Figure 1. Sizing map (run 1).
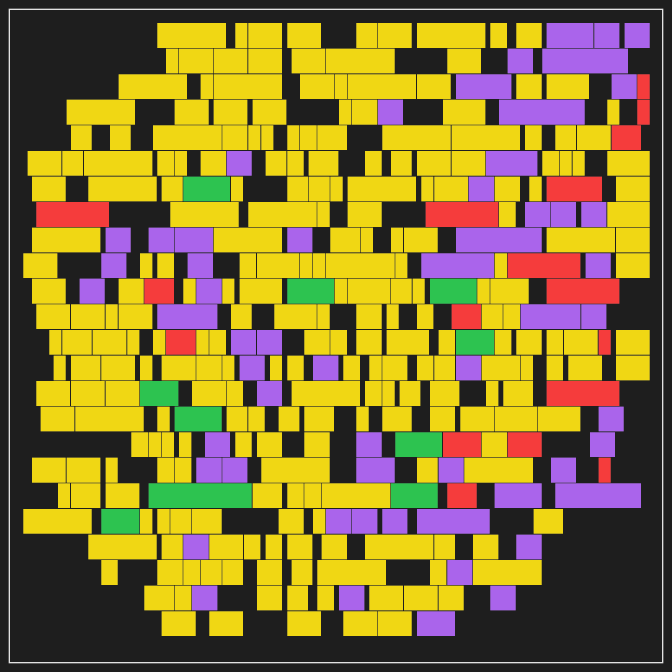
Figure 2. Where the registers sit (run 1).
Scale bar: 20 µm.
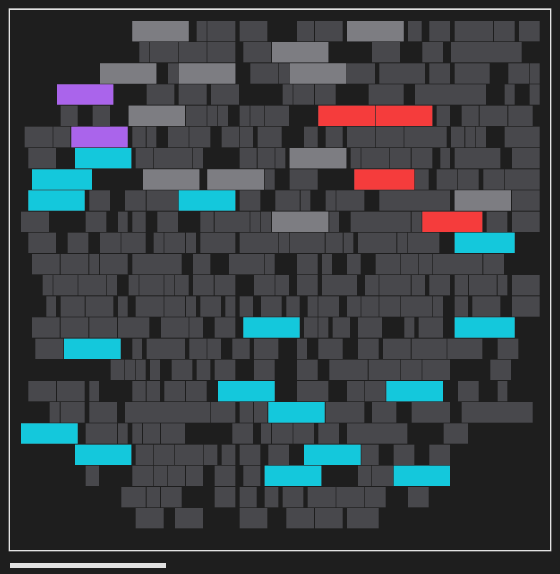
Figure 3. Cell placement (run 1).
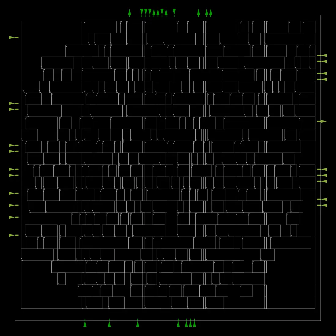
==> config.mk <==
export PLATFORM = sky130hd
export DESIGN_NAME = riio_gpi_sample_ctrl
export DESIGN_NICKNAME = d
export VERILOG_FILES = /design/src/rtl/riio_gpi_sample_ctrl.sv
export SDC_FILE = /design/constraint.sdc
export NUM_CORES = 1
export LEC_CHECK = 0
export CAP_MARGIN = 10
export CORE_UTILIZATION = 47
export CTS_CLUSTER_DIAMETER = 200
export DETAILED_ROUTE_END_ITERATION = 16
export PLACE_DENSITY = 0.76
export SYNTH_ARGS = -nofsm -noshare
export SYNTH_HDL_FRONTEND = slang
export SYNTH_SLANG_ARGS = --single-unit
==> constraint.sdc <==
create_clock -name clk -period 2.2 [get_ports clk]
set_input_delay 0.44 -clock clk [delete_from_list [all_inputs] [get_ports clk]]
set_output_delay 0.44 -clock clk [all_outputs]
set_load 0.05 [all_outputs]
==> job_summary.md, run 1 <==
### Flow metrics

| Metric | Value |
|---|---|
| Outcome | `complete, but fails checks` |
| Violations in the final reports | `negative setup slack` |
| Cts repair resizes | `10` |
| Clock buffer count from CTS | `5` |
| CP Max Fanout | `7` |
| Fin crit period | `about 2400 ps` |
| Largest net degree at the start of global routing | `17` |
| Post-Place Cells | `~380` |
| First-pass GRT wire length | `around 9400 µm` |
| Met3 Wirelength | `between 300 and 400 µm` |
| GPL Wtd Cong | `between 0.8 and 0.9` |
| Total of max-cap violations | `0` |
| Logic area | `approximately 0.0015 mm²` |
| TritonCTS clock tree | `built` |
| Diode count | `0` |
| Clock-pin slew on the worst setup and hold paths | `70 ps` |
| Cell area power density | `a little over 500 mW/mm²` |
| Top cells by count | `dfxtp_1, nor2_1, a21oi_1, nand2_1, ha_1` |
| Max FFs per register | `16` |
| Mux area share | `~4.3%` |
| Synth cell types | `53` |
| Antenna violations before repair | `0` |
| R2R setup slack | `-190 ps` |
| Max Fclk | `~0.42 GHz` |
| Post-synth top flop | `dfxtp_1` |
| Num rows | `24` |
| Post-route setup slack | `-191 ps` |
| Syn Inst Count | `roughly 260` |
| Hold slack | `roughly 470 ps` |
| Share of layout cells above drive strength 1 | `25.1%` |
| Setup violators final | `16` |
| Log Warnings | `34` |
| Commonest non-fill, non-tap cells in the layout | `buf_4, clkdlybuf4s50_1, dfxtp_1` |
| Crit share post-route | `109%` |
| CTS Hold Bufs | `0` |
| Vias in the first global route | `roughly 2100` |
| NetSw | `~420 µW` |
| WL final | `about 6000 µm` |
| Adder Share, Synth | `between 7 and 8%` |
Notes on Figure 1 above:
Key: purple = x3 and x4 [cells 57, share 17%, most used buf_4]; red = x2 [cells 17, share 5.1%, most used dfxtp_2]; yellow = x1 and smaller [cells 250, share 75%, most used clkdlybuf4s50_1]; green = x6 and larger [cells 10, share 3.0%, most used clkbuf_8]
Design Area, Final: 0.00313 mm²
Area Growth Syn to Fin: 46.6%
Buffers excl. clock: 84
post-route setup slack: -191 ps

Notes on Figure 2 above:
Key: cyan = cnt [placed flops 16]; red = deb_cnt [placed flops 4]; purple = sync_a [placed flops 2]
fraction of area in registers: 22.0%
post-layout util: 71.8%
Reg area: 687 µm²

Notes on Figure 3 above:
Layout Cells excl Fill: 386
Core Area: 0.00435 mm²

==> run 2: changes to the inputs <==
--- a/config.mk
+++ b/config.mk
@@ -9,7 +9,7 @@
 export CORE_UTILIZATION = 47
 export CTS_CLUSTER_DIAMETER = 200
 export DETAILED_ROUTE_END_ITERATION = 16
-export PLACE_DENSITY = 0.76
+export PLACE_DENSITY = 0.88
 export SYNTH_ARGS = -nofsm -noshare
 export SYNTH_HDL_FRONTEND = slang
 export SYNTH_SLANG_ARGS = --single-unit
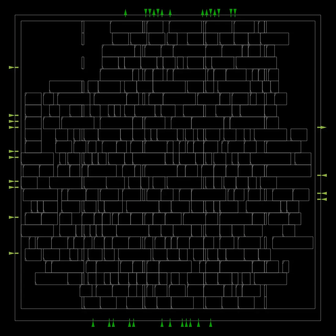
Figure 4: run 2, cell placement.
num rows: 24
n_taps: 52
fillers: 307
Layout Cells excl Fill: 390
post-layout util: 72.4%

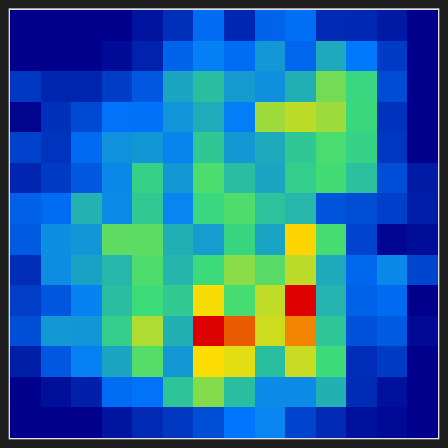
Figure 5: run 2, wiring heat map.
14 x 14 tiles, from dark blue (low) to red (high), scaled to the fullest tile. Values are wire area over tile area, all layers added.
The emptiest ninth of the die: north-west. 15% of the tiles are over half the peak. 11% of the tiles are nearly empty. The fullest tile reaches 0.77. The mean over all tiles is 0.22.
All-Layer GR Usage: 27.2%
WL final: 6460 µm
vias: 2340
Avg WL per Cell: 16.6 µm

==> run 2 against run 1 <==
  * The flow still finishes with violations (negative setup slack)
  * Die area stayed put
  * Utilization is 0.57 points higher
  * Power is 2.2% lower
  * Via count is 4.3% higher
  * Global-route usage is 2.7 points higher
  * First-iteration DRC count is 150% higher
  * Register-to-register slack hardly changed
  * Sequential power hardly changed
  * Setup slack better by 14 ps
  * Clock power is 8.4% lower
  * Combinational power is 4% higher
  * Largest power group unchanged
==> job_summary.md, run 2 <==
### Flow metrics

| Metric | Value |
|---|---|
| Syn Inst Count | `between 200 and 300` |
| Share of layout cells above drive strength 1 | `26.6%` |
| Setup violators final | `17` |
| Cell area power density | `about 500 mW/mm²` |
| Hold slack | `around 470 ps` |
| Post-Place Cells | `~380` |
| Clock buffer count from CTS | `5` |
| Cts repair resizes | `13` |
| Fin crit period | `between 2000 and 2500 ps` |
| Synth cell types | `around 53` |
| Violations in the final reports | `negative setup slack` |
| Log Warnings | `34` |
| Diode count | `0` |
| Max Fclk | `0.421 GHz` |
| Post-Syn Area | `approximately 0.0021 mm²` |
| Combinational power | `~390 µW` |
| GPL Wtd Cong | `0.917` |
| Top Layer Used | `met4` |
| Yosys aoi share | `around a quarter` |
| TritonCTS clock tree | `built` |
| CTS Hold Bufs | `0` |
| Met3 Wirelength | `between 300 and 400 µm` |
| Post-route setup slack | `-176 ps` |
| Clock-pin slew on the worst setup and hold paths | `80 ps` |
| Fraction of area in registers | `a little over a fifth` |
| Layer with the highest usage | `met2` |
| Mux area share | `under 10%` |
| Max FFs per register | `16` |
| Skew final | `between 10 and 15 ps` |
| Crit share post-route | `108%` |
| Design Area, Final | `between 0.003 and 0.004 mm²` |
| Commonest non-fill, non-tap cells in the layout | `buf_4, clkdlybuf4s50_1, dfxtp_1` |
| Logic area | `approximately 0.0015 mm²` |
| Power share of the clock group | `between 30% and 40%` |
| Clk tree area frac | `under 10%` |
| Outcome | `complete, but fails checks` |
| Reg area | `about 700 µm²` |
| First-pass GRT wire length | `10400 µm` |
| Antenna violations before repair | `0` |
| Top cells by count | `dfxtp_1, nor2_1, a21oi_1, nand2_1, ha_1` |
| Buffers excl. clock | `87` |
| Adder Share, Synth | `7.63%` |
| Pwr top | `sequential cells` |
| Post-synth top flop | `dfxtp_1` |
| Total of max-cap violations | `0` |
| R2R setup slack | `-180 ps` |
| NetSw | `422 µW` |
| Area Growth Syn to Fin | `47.8%` |
| CP Max Fanout | `6` |
| Core Area | `0.00435 mm²` |
| Largest net degree at the start of global routing | `15` |
| Vias in the first global route | `around 2300` |
==> run 3: changes to the inputs <==
--- a/config.mk
+++ b/config.mk
@@ -6,10 +6,10 @@
 export NUM_CORES = 1
 export LEC_CHECK = 0
 export CAP_MARGIN = 10
-export CORE_UTILIZATION = 47
+export CORE_UTILIZATION = 56
 export CTS_CLUSTER_DIAMETER = 200
 export DETAILED_ROUTE_END_ITERATION = 16
-export PLACE_DENSITY = 0.88
+export PLACE_DENSITY = 0.95
 export SYNTH_ARGS = -nofsm -noshare
 export SYNTH_HDL_FRONTEND = slang
 export SYNTH_SLANG_ARGS = --single-unit
==> constraint.sdc (replaced) <==
create_clock -name clk -period 2.96 [get_ports clk]
set_input_delay 0.592 -clock clk [delete_from_list [all_inputs] [get_ports clk]]
set_output_delay 0.592 -clock clk [all_outputs]
set_load 0.05 [all_outputs]
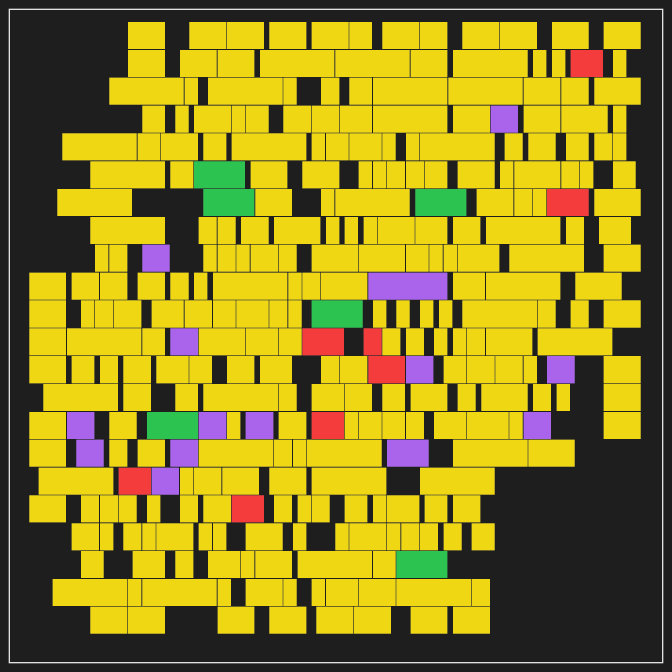
Figure 6: run 3, sizing map.
Key: yellow = x1 and smaller [cells 273, share 91%, most used clkdlybuf4s50_1]; purple = x3 and x4 [cells 14, share 4.7%, most used buf_4]; red = x2 [cells 8, share 2.7%, most used a31o_2]; green = x6 and larger [cells 6, share 2.0%, most used clkbuf_8]
Buffers excl. clock: 50
post-route setup slack: 290 ps
Area Growth Syn to Fin: 25.9%
Design Area, Final: 0.00268 mm²

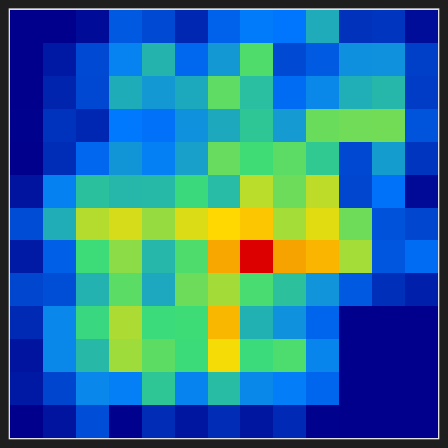
Figure 7: run 3, wiring heat map.
13 x 13 tiles, from dark blue (low) to red (high), scaled to the fullest tile. Values are wire area over tile area, all layers added.
12% of the tiles are nearly empty. The emptiest ninth of the die: south-east. The fullest tile reaches 0.69. The densest ninth of the die: centre. 23% of the tiles are over half the peak. The mean over all tiles is 0.21.
Avg WL per Cell: 15.0 µm
vias: 2130
WL final: 5230 µm

==> run 3 against run 2 <==
  * Final cell count down 11%
  * The flow now finishes without violations
  * Via count is 9.0% lower
  * Hold slack better by 13 ps
  * Fmax fell by 11%
  * Power is 32% lower
==> job_summary.md, run 3 <==
### Flow metrics

| Metric | Value |
|---|---|
| Outcome | `finished clean` |
| Post-Place Cells | `roughly 340` |
| Clk tree area frac | `3.54%` |
| Critical path arrival | `between 2000 and 3000 ps` |
| Core Area | `~0.0037 mm²` |
| Syn Inst Count | `259` |
| Share of layout cells above drive strength 1 | `9.30%` |
| Top Layer Used | `met4` |
| Reg area | `between 600 and 700 µm²` |
| Crit share post-route | `90.2%` |
| Fraction of area in registers | `roughly a quarter` |
| Max Fclk | `between 0.3 and 0.4 GHz` |
| Yosys aoi share | `between 20% and 30%` |
| Layer with the highest usage | `met2` |
| Diode count | `0` |
| Dpl ws | `between 200 and 250 ps` |
| Num rows | `22` |
| Die H | `63.7 µm` |
| Cell area power density | `just under 400 mW/mm²` |
| Logic area | `0.00133 mm²` |
| Setup violators final | `0` |
| Fin crit period | `~2700 ps` |
| First-pass GRT wire length | `~8600 µm` |
| Met2 routed WL | `2460 µm` |
| Log Warnings | `31` |
| R2R setup slack | `between 200 and 300 ps` |
| Top cells by count | `dfxtp_1, nor2_1, a21oi_1, nand2_1, ha_1` |
| Yosys chip area | `between 0.002 and 0.0025 mm²` |
| Met3 Use GR | `about 5.4%` |
| Combinational power | `~230 µW` |
| Pwr top | `sequential cells` |
| Syn avg cell area | `slightly above 8 µm²` |
| N_taps | `roughly 48` |
| Antenna violations before repair | `0` |
| Final Hold Fails | `0` |
| # DRC | `0` |
| Hold slack | `479 ps` |
| NetSw | `about 300 µW` |
| All-Layer GR Usage | `27.2%` |
| Largest net degree at the start of global routing | `19` |
| Cts repair resizes | `0` |
| CP Max Fanout | `15` |
| Synth cell types | `approximately 53` |
| Post-synth top flop | `dfxtp_1` |
| CTS Hold Bufs | `0` |
| Max FFs per register | `16` |
| Worst path top cell family by delay | `simple AND/OR/NAND/NOR gates` |
| Antenna Nets Post-Route | `0` |
| Total of max-cap violations | `0` |
| Vias in the first global route | `between 1500 and 2000` |
| Met3 Wirelength | `between 300 and 400 µm` |
| GPL Wtd Cong | `around 0.86` |
| Crit path kind | `reg2reg` |
| Mux area share | `under 10%` |
| TritonCTS clock tree | `built` |
| Clock-pin slew on the worst setup and hold paths | `about 80 ps` |
| Yosys top cell by instances | `dfxtp_1` |
| Post-Syn Area | `around 0.0021 mm²` |
| Sequential cell fraction of total power | `44.6%` |
| Fin Setup TNS | `0 ps` |
| Fillers | `274` |
| Layout Cells excl Fill | `around 350` |
| Power share of the clock group | `between 30% and 40%` |
| Skew final | `a little over 10 ps` |
| Adder Share, Synth | `approximately 7.6%` |
| Worst reg2reg path depth | `8` |
| Clock buffer count from CTS | `5` |
| Nets@finish | `about 350` |
| Commonest non-fill, non-tap cells in the layout | `clkdlybuf4s50_1, dfxtp_1, nor2_1` |
| Post-layout util | `roughly 73%` |
Power and IR drop assume default switching activity.
